Run 1, PDN straps and rails:
Pins as bars on the die edge. Tap cells in grey.
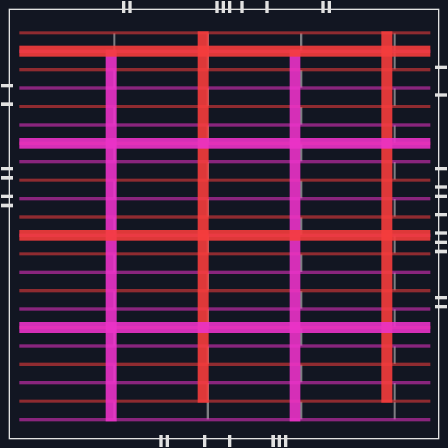
Run 1, clock distribution:
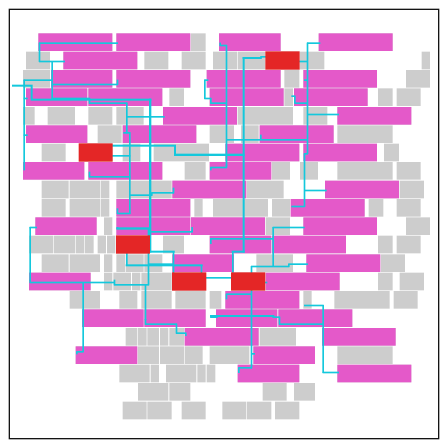
Run 1, congestion heat map:
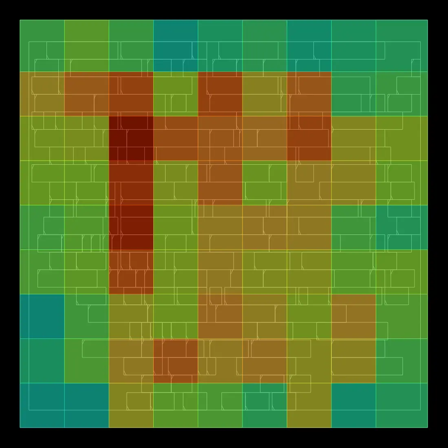
[config.mk]
export PLATFORM = sky130hd
export DESIGN_NAME = out_port_ctrl
export DESIGN_NICKNAME = d
export VERILOG_FILES = /design/src/rtl/out_port_ctrl.sv
export SDC_FILE = /design/constraint.sdc
export NUM_CORES = 1
export LEC_CHECK = 0
export CAP_MARGIN = 20
export CORE_UTILIZATION = 55
export CTS_CLUSTER_SIZE = 16
export DETAILED_ROUTE_END_ITERATION = 12
export PLACE_DENSITY = 0.87
export SETUP_SLACK_MARGIN = 0.05
export SLEW_MARGIN = 40
export SYNTH_ARGS = -nofsm -noshare
export SYNTH_HDL_FRONTEND = slang
export SYNTH_SLANG_ARGS = --single-unit
[constraint.sdc]
create_clock -name clk -period 3.2 [get_ports clk]
set_input_delay 0.64 -clock clk [delete_from_list [all_inputs] [get_ports clk]]
set_output_delay 0.64 -clock clk [all_outputs]
set_load 0.05 [all_outputs]
[src/rtl/out_port_ctrl.sv]
// Output port controller: display register plus a FIFO drained over valid/ready.
// Define OUT_PORT_STALL_EN to stall the CPU on a full FIFO instead of dropping writes.
module out_port_ctrl #(
  parameter int DATA_WIDTH = 8,
  parameter int DEPTH      = 4,
  localparam int AW        = $clog2(DEPTH),
  localparam int CW        = AW + 1
) (
  input  logic                  clk,
  input  logic                  reset,
  input  logic                  load_o,
  input  logic [DATA_WIDTH-1:0] bus_in,
  input  logic                  out_ready,
  output logic [DATA_WIDTH-1:0] out_val,
  output logic [DATA_WIDTH-1:0] out_data,
  output logic                  out_valid,
  output logic                  stall,
  output logic [CW-1:0]         fifo_count
);

  typedef enum logic {IDLE, PRESENT} state_e;

  state_e                state_q, state_d;
  logic [DATA_WIDTH-1:0] mem_q [DEPTH];
  logic [AW-1:0]         wr_ptr_q, wr_ptr_d;
  logic [AW-1:0]         rd_ptr_q, rd_ptr_d;
  logic [CW-1:0]         count_q, count_d;
  logic [DATA_WIDTH-1:0] out_val_q, out_val_d;
  logic                  full;
  logic                  pop;
  logic                  accept;

  assign full   = (count_q == CW'(DEPTH));
  assign pop    = (state_q == PRESENT) && out_ready;
  assign accept = load_o && (!full || pop);

`ifdef OUT_PORT_STALL_EN
  assign stall = load_o && full && !pop;
`else
  assign stall = 1'b0;
`endif

  assign out_valid  = (state_q == PRESENT);
  assign out_data   = out_valid ? mem_q[rd_ptr_q] : '0;
  assign out_val    = out_val_q;
  assign fifo_count = count_q;

  always_comb begin
    state_d   = state_q;
    wr_ptr_d  = wr_ptr_q;
    rd_ptr_d  = rd_ptr_q;
    count_d   = count_q;
    out_val_d = out_val_q;
    if (accept) begin
      wr_ptr_d  = wr_ptr_q + AW'(1);
      out_val_d = bus_in;
    end
    if (pop) rd_ptr_d = rd_ptr_q + AW'(1);
    case ({accept, pop})
      2'b10:   count_d = count_q + CW'(1);
      2'b01:   count_d = count_q - CW'(1);
      default: count_d = count_q;
    endcase
    unique case (state_q)
      IDLE:
        if (accept) state_d = PRESENT;
      PRESENT:
        if (pop && !accept && count_q == CW'(1))
          state_d = IDLE;
      default: state_d = IDLE;
    endcase
  end

  always_ff @(posedge clk or negedge reset) begin
    if (!reset) begin
      state_q   <= IDLE;
      wr_ptr_q  <= '0;
      rd_ptr_q  <= '0;
      count_q   <= '0;
      out_val_q <= '0;
    end else begin
      state_q   <= state_d;
      wr_ptr_q  <= wr_ptr_d;
      rd_ptr_q  <= rd_ptr_d;
      count_q   <= count_d;
      out_val_q <= out_val_d;
    end
  end

  // Storage is deliberately unreset; out_data masks it while empty.
  always_ff @(posedge clk) begin
    if (accept) mem_q[wr_ptr_q] <= bus_in;
  end

endmodule
==> impl_results.html, run 1 <==
<h3>Flow metrics</h3>
<table>
<tr><th>Metric</th><th>Value</th></tr>
<tr><th colspan="2">Synth</th></tr>
<tr><td>Adder Area Share</td><td>6.07%</td></tr>
<tr><td>Dominant cell by count in the synthesized netlist</td><td>sky130_fd_sc_hd__edfxtp_1</td></tr>
<tr><td>Synth flops</td><td>48</td></tr>
<tr><td>Leading cell types by count after synthesis</td><td>sky130_fd_sc_hd__edfxtp_1 (32), sky130_fd_sc_hd__dfrtp_1 (16), sky130_fd_sc_hd__ha_1 (10)</td></tr>
<tr><td>Share of cell area taken by muxes after synthesis</td><td>14.7%</td></tr>
<tr><td>Cell count after synthesis</td><td>121</td></tr>
<tr><th colspan="2">Worst setup path</th></tr>
<tr><td>Startpoint class of the critical path</td><td>register</td></tr>
<tr><td>Buffer and inverter count on the worst path</td><td>2</td></tr>
<tr><td>CP endpoint kind</td><td>primary output</td></tr>
<tr><td>Register-to-Register Path Depth</td><td>5</td></tr>
<tr><td>Critical path, cell by cell</td><td>buf_4 &gt; mux4_2 &gt; and2_1 &gt; clkdlybuf4s50_1</td></tr>
<tr><td>Slowest cell delay on critical path</td><td>0.70 ns</td></tr>
<tr><td>Req. time, crit path</td><td>2.56 ns</td></tr>
<tr><td>Slowest library cell on the worst path</td><td>sky130_fd_sc_hd__clkdlybuf4s50_1</td></tr>
<tr><td>Type of the worst setup path</td><td>register to primary output</td></tr>
<tr><td>Reg-to-reg startpoint</td><td>out_valid</td></tr>
<tr><th colspan="2">Finish</th></tr>
<tr><td>Dominant kind of cell by area</td><td>flip-flops and latches</td></tr>
<tr><td>Most common cell after layout, fill and taps aside</td><td>sky130_fd_sc_hd__edfxtp_1</td></tr>
<tr><td>Sequential cells</td><td>48</td></tr>
<tr><td>Footprint of the multi-input gates</td><td>621 um^2</td></tr>
<tr><td>Max reg flops</td><td>32</td></tr>
<tr><td># fillers</td><td>241</td></tr>
<tr><th colspan="2">Route</th></tr>
<tr><td>Number of design-rule violations left by the first detailed-router iteration</td><td>38</td></tr>
<tr><td>Met2 Wirelength</td><td>1.86 mm</td></tr>
<tr><td>Total Routed Length</td><td>3.48 mm</td></tr>
<tr><td>Count of TritonRoute iterations in the first routing pass</td><td>4</td></tr>
<tr><th colspan="2">Timing</th></tr>
<tr><td>Fin worst setup slack</td><td>0.358 ns</td></tr>
<tr><td>Max-slew violation count</td><td>0</td></tr>
<tr><td>Final setup violation count</td><td>0</td></tr>
<tr><td>Achievable frequency</td><td>0.352 GHz</td></tr>
<tr><th colspan="2">CTS</th></tr>
<tr><td>Number of buffers created by CTS</td><td>5</td></tr>
<tr><th colspan="2">Die</th></tr>
<tr><td>Tap cell instance count</td><td>46</td></tr>
<tr><th colspan="2">Global routing</th></tr>
<tr><td>Met3 routing resource usage after global routing</td><td>5.62%</td></tr>
<tr><td>Largest net degree at the start of global routing</td><td>17</td></tr>
<tr><td>Met1 track demand over resource</td><td>23.5%</td></tr>
<tr><td>Global-route congestion overflow total</td><td>0</td></tr>
<tr><td>Global-route wire length before repair</td><td>5.84 mm</td></tr>
<tr><th colspan="2">Placement</th></tr>
<tr><td>Post-Place Setup Slack</td><td>0.629 ns</td></tr>
<tr><td>Total cell area at the placement stage</td><td>2430 um^2</td></tr>
<tr><th colspan="2">Outcome</th></tr>
<tr><td>Outcome</td><td>completed</td></tr>
</table>
Notes on 'PDN straps and rails' above:
net	colour
VSS	magenta
VDD	red
tap cells	46
signal pins	33
met4 straps	4
met1 rails	22
rows	21
die width: 63.2 um
Chip Height: 63.2 um
Core Region: 3470 um^2

Notes on 'clock distribution' above:
[clock drivers] red | count: 5
[flip-flops] magenta | count: 48
[clock wires] cyan | length: 492 um
flops lie	widely spread
source-to-sink clock delay at the later pin of the worst-skew pair: 0.30 ns
worst-case clock skew: 0.00892 ns

Notes on 'congestion heat map' above:
detailed-route wire length per cell: 16.8 um
GR Util All Layers: 20.3%
utilization of the core after routing: 72.4%
most used routing layer: met2

==> inputs of run 2 (changes only) <==
--- a/config.mk
+++ b/config.mk
@@ -5,7 +5,6 @@
 export SDC_FILE = /design/constraint.sdc
 export NUM_CORES = 1
 export LEC_CHECK = 0
-export CAP_MARGIN = 20
 export CORE_UTILIZATION = 55
 export CTS_CLUSTER_SIZE = 16
 export DETAILED_ROUTE_END_ITERATION = 12
Run 2, clock distribution:
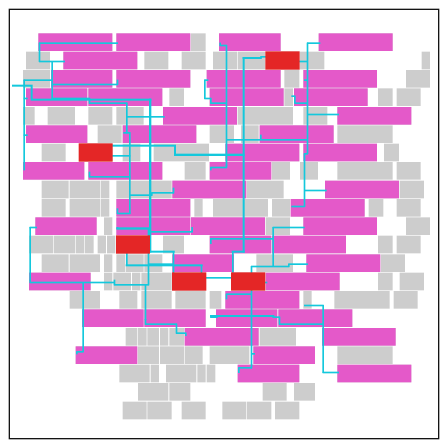

Run 2, where the registers sit:
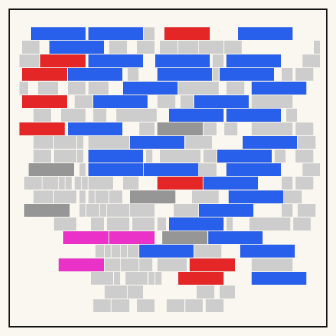
netlist name	colour	sequential cells
mem_q	blue	32
out_val	red	8
fifo_count	magenta	3
share of cell area taken by flip-flops and latches: 54.2%
footprint of the flip-flops and latches: 1360 um^2

Run 2, cell classes on the final placement:
Bar = 20 um.
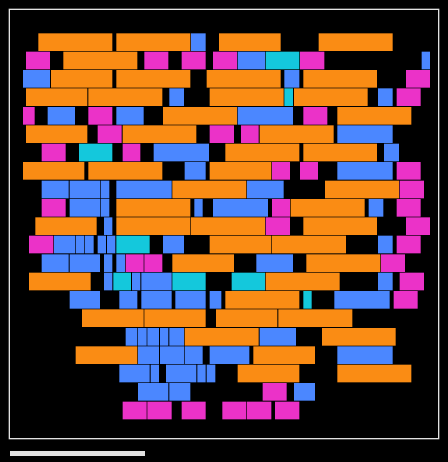
class	colour	cells
clock drivers and dummy loads	cyan	8
combinational and other logic	blue	67
remaining buffers and delay cells	magenta	38
sequential cells	orange	48

==> impl_results.html, run 2 <==
<h3>Flow metrics</h3>
<table>
<tr><th>Metric</th><th>Value</th></tr>
<tr><th colspan="2">Timing</th></tr>
<tr><td>Final setup violation count</td><td>0 (unchanged)</td></tr>
<tr><td>Fin worst setup slack</td><td>0.358 ns (unchanged)</td></tr>
<tr><td>Max-slew violation count</td><td>0 (unchanged)</td></tr>
<tr><th colspan="2">Worst setup path</th></tr>
<tr><td>Critical path, cell by cell</td><td>buf_4 &gt; mux4_2 &gt; and2_1 &gt; clkdlybuf4s50_1 (unchanged)</td></tr>
<tr><td>Reg-to-reg startpoint</td><td>out_valid (unchanged)</td></tr>
<tr><td>Buffer and inverter count on the worst path</td><td>2 (unchanged)</td></tr>
<tr><td>Startpoint class of the critical path</td><td>register (unchanged)</td></tr>
<tr><td>Register-to-Register Path Depth</td><td>5 (unchanged)</td></tr>
<tr><td>Slowest library cell on the worst path</td><td>sky130_fd_sc_hd__clkdlybuf4s50_1 (unchanged)</td></tr>
<tr><td>Req. time, crit path</td><td>2.56 ns (about the same)</td></tr>
<tr><th colspan="2">Placement</th></tr>
<tr><td>Post-Place Setup Slack</td><td>0.629 ns (unchanged)</td></tr>
<tr><th colspan="2">Synth</th></tr>
<tr><td>Leading cell types by count after synthesis</td><td>sky130_fd_sc_hd__edfxtp_1 (32), sky130_fd_sc_hd__dfrtp_1 (16), sky130_fd_sc_hd__ha_1 (10) (unchanged)</td></tr>
<tr><td>Dominant cell by count in the synthesized netlist</td><td>sky130_fd_sc_hd__edfxtp_1 (unchanged)</td></tr>
<tr><td>Synth flops</td><td>48 (unchanged)</td></tr>
<tr><td>Share of cell area taken by muxes after synthesis</td><td>14.7% (unchanged)</td></tr>
<tr><td>Cell count after synthesis</td><td>121 (unchanged)</td></tr>
<tr><th colspan="2">Route</th></tr>
<tr><td>Total Routed Length</td><td>3.48 mm (unchanged)</td></tr>
<tr><td>Detailed-route wire length per cell</td><td>16.8 um (unchanged)</td></tr>
<tr><th colspan="2">Outcome</th></tr>
<tr><td>Outcome</td><td>completed (unchanged)</td></tr>
<tr><th colspan="2">Finish</th></tr>
<tr><td># fillers</td><td>241 (unchanged)</td></tr>
<tr><th colspan="2">Global routing</th></tr>
<tr><td>Global-route congestion overflow total</td><td>0 (unchanged)</td></tr>
</table>
Run 2, congestion heat map:
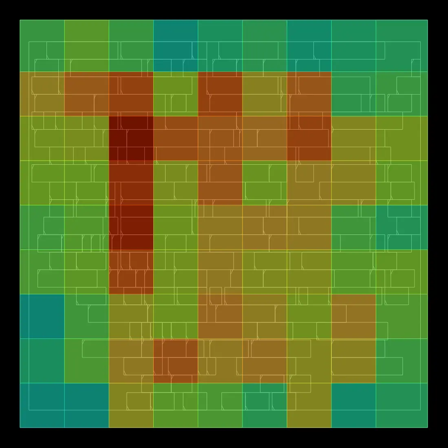

==> inputs of run 3 (changes only) <==
--- a/config.mk
+++ b/config.mk
@@ -8,8 +8,9 @@
 export CORE_UTILIZATION = 55
 export CTS_CLUSTER_SIZE = 16
 export DETAILED_ROUTE_END_ITERATION = 12
-export PLACE_DENSITY = 0.87
-export SETUP_SLACK_MARGIN = 0.05
+export DONT_BUFFER_PORTS = 1
+export PLACE_DENSITY = 0.75
+export SETUP_SLACK_MARGIN = 0.5
 export SLEW_MARGIN = 40
 export SYNTH_ARGS = -nofsm -noshare
 export SYNTH_HDL_FRONTEND = slang
Run 3, congestion heat map:
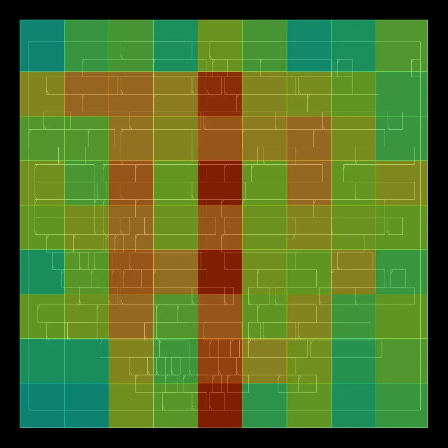
met3 routing resource usage after global routing: 6.16%
detailed-route wire length per cell: 17.6 um
utilization of the core after routing: 62.6%
met2 Track Usage GR: 28.5%

Run 3, PDN straps and rails:
Pins as bars on the die edge. Tap cells in grey.
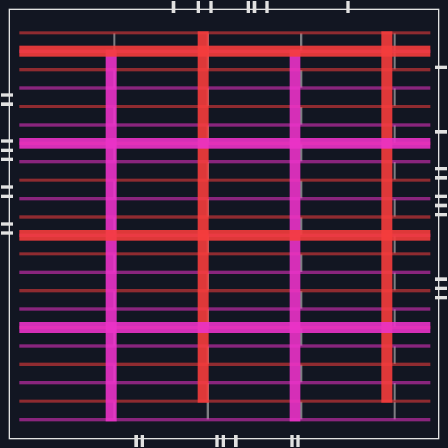

Run 3, cell classes on the final placement:
Bar = 20 um.
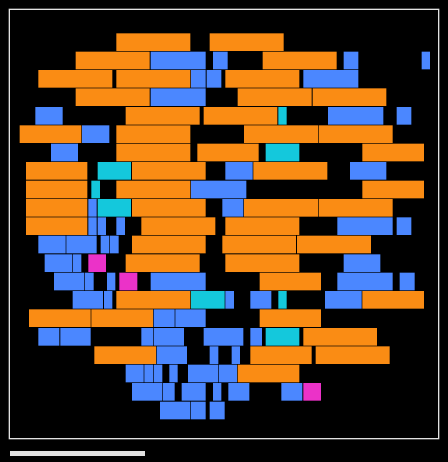
class	colour	cells
remaining buffers and delay cells	magenta	3
combinational and other logic	blue	67
clock drivers and dummy loads	cyan	8
sequential cells	orange	48

==> impl_results.html, run 3 <==
<h3>Flow metrics</h3>
<table>
<tr><th>Metric</th><th>Value</th></tr>
<tr><th colspan="2">Outcome</th></tr>
<tr><td>Outcome</td><td>completed (unchanged)</td></tr>
<tr><th colspan="2">Synth</th></tr>
<tr><td>Leading cell types by count after synthesis</td><td>sky130_fd_sc_hd__edfxtp_1 (32), sky130_fd_sc_hd__dfrtp_1 (16), sky130_fd_sc_hd__ha_1 (10) (unchanged)</td></tr>
<tr><td>Cell count after synthesis</td><td>121 (unchanged)</td></tr>
<tr><td>Dominant cell by count in the synthesized netlist</td><td>sky130_fd_sc_hd__edfxtp_1 (unchanged)</td></tr>
<tr><td>Synth flops</td><td>48 (unchanged)</td></tr>
<tr><td>Share of cell area taken by muxes after synthesis</td><td>14.7% (unchanged)</td></tr>
<tr><td>Adder Area Share</td><td>6.07% (unchanged)</td></tr>
<tr><th colspan="2">Die</th></tr>
<tr><td>Chip Height</td><td>63.2 um (unchanged)</td></tr>
<tr><td>Tap cell instance count</td><td>46 (unchanged)</td></tr>
<tr><td>Core Region</td><td>3470 um^2 (unchanged)</td></tr>
<tr><td>Number of top-level design ports</td><td>33 (unchanged)</td></tr>
<tr><td>Initial cell density of the core</td><td>59.4% (unchanged)</td></tr>
<tr><th colspan="2">Worst setup path</th></tr>
<tr><td>Critical path, cell by cell</td><td>mux4_2 &gt; and2_1 (was buf_4 &gt; mux4_2 &gt; and2_1 &gt; clkdlybuf4s50_1)</td></tr>
<tr><td>Register-to-Register Path Depth</td><td>8 (was 5)</td></tr>
<tr><td>Type of the worst setup path</td><td>register to primary output (unchanged)</td></tr>
<tr><td>Slowest library cell on the worst path</td><td>sky130_fd_sc_hd__dfrtp_1 (was sky130_fd_sc_hd__clkdlybuf4s50_1)</td></tr>
<tr><td>Buffer and inverter count on the worst path</td><td>0 (was 2)</td></tr>
<tr><td>Reg-to-reg startpoint</td><td>fifo_count[1] (was out_valid)</td></tr>
<tr><td>Slowest cell delay on critical path</td><td>0.72 ns (was 0.70 ns)</td></tr>
<tr><td>CP endpoint kind</td><td>primary output (unchanged)</td></tr>
<tr><td>Startpoint class of the critical path</td><td>register (unchanged)</td></tr>
<tr><td>Crit path arrival time</td><td>1.95 ns (was 2.20 ns)</td></tr>
<tr><th colspan="2">Global routing</th></tr>
<tr><td>GR Util All Layers</td><td>18.3% (was 20.3%)</td></tr>
<tr><td>Via count of the first global-routing pass</td><td>1044 (was 1210)</td></tr>
<tr><td>Global-route congestion overflow total</td><td>0 (unchanged)</td></tr>
<tr><td>Largest net degree at the start of global routing</td><td>18 (was 17)</td></tr>
<tr><td>Met1 track demand over resource</td><td>23.1% (was 23.5%)</td></tr>
<tr><td>Most used routing layer</td><td>met2 (unchanged)</td></tr>
<tr><td>Global-route wire length before repair</td><td>5.24 mm (was 5.84 mm)</td></tr>
<tr><th colspan="2">Finish</th></tr>
<tr><td>Footprint of the multi-input gates</td><td>621 um^2 (unchanged)</td></tr>
<tr><td>Footprint of the flip-flops and latches</td><td>1360 um^2 (unchanged)</td></tr>
<tr><td>Max reg flops</td><td>32 (unchanged)</td></tr>
<tr><td>Dominant kind of cell by area</td><td>flip-flops and latches (unchanged)</td></tr>
<tr><td>Sequential cells</td><td>48 (unchanged)</td></tr>
<tr><td>Most common cell after layout, fill and taps aside</td><td>sky130_fd_sc_hd__edfxtp_1 (unchanged)</td></tr>
<tr><td>Share of cell area taken by flip-flops and latches</td><td>62.7% (was 54.2%)</td></tr>
<tr><td># fillers</td><td>256 (was 241)</td></tr>
<tr><th colspan="2">Placement</th></tr>
<tr><td>Post-Place Setup Slack</td><td>0.786 ns (was 0.629 ns)</td></tr>
<tr><td>Total cell area at the placement stage</td><td>2090 um^2 (was 2430 um^2)</td></tr>
<tr><th colspan="2">CTS</th></tr>
<tr><td>Source-to-sink clock delay at the later pin of the worst-skew pair</td><td>0.29 ns (was 0.30 ns)</td></tr>
<tr><td>Number of buffers created by CTS</td><td>5 (unchanged)</td></tr>
<tr><th colspan="2">Route</th></tr>
<tr><td>Total Routed Length</td><td>3.03 mm (was 3.48 mm)</td></tr>
<tr><td>Met2 Wirelength</td><td>1.50 mm (was 1.86 mm)</td></tr>
<tr><td>Met1 Routed Length</td><td>1.29 mm (was 1.36 mm)</td></tr>
<tr><td>Count of TritonRoute iterations in the first routing pass</td><td>6 (was 4)</td></tr>
<tr><th colspan="2">Timing</th></tr>
<tr><td>Achievable frequency</td><td>0.386 GHz (was 0.352 GHz)</td></tr>
<tr><td>Worst-case clock skew</td><td>0.00405 ns (was 0.00892 ns)</td></tr>
<tr><td>Fin worst setup slack</td><td>0.609 ns (was 0.358 ns)</td></tr>
</table>
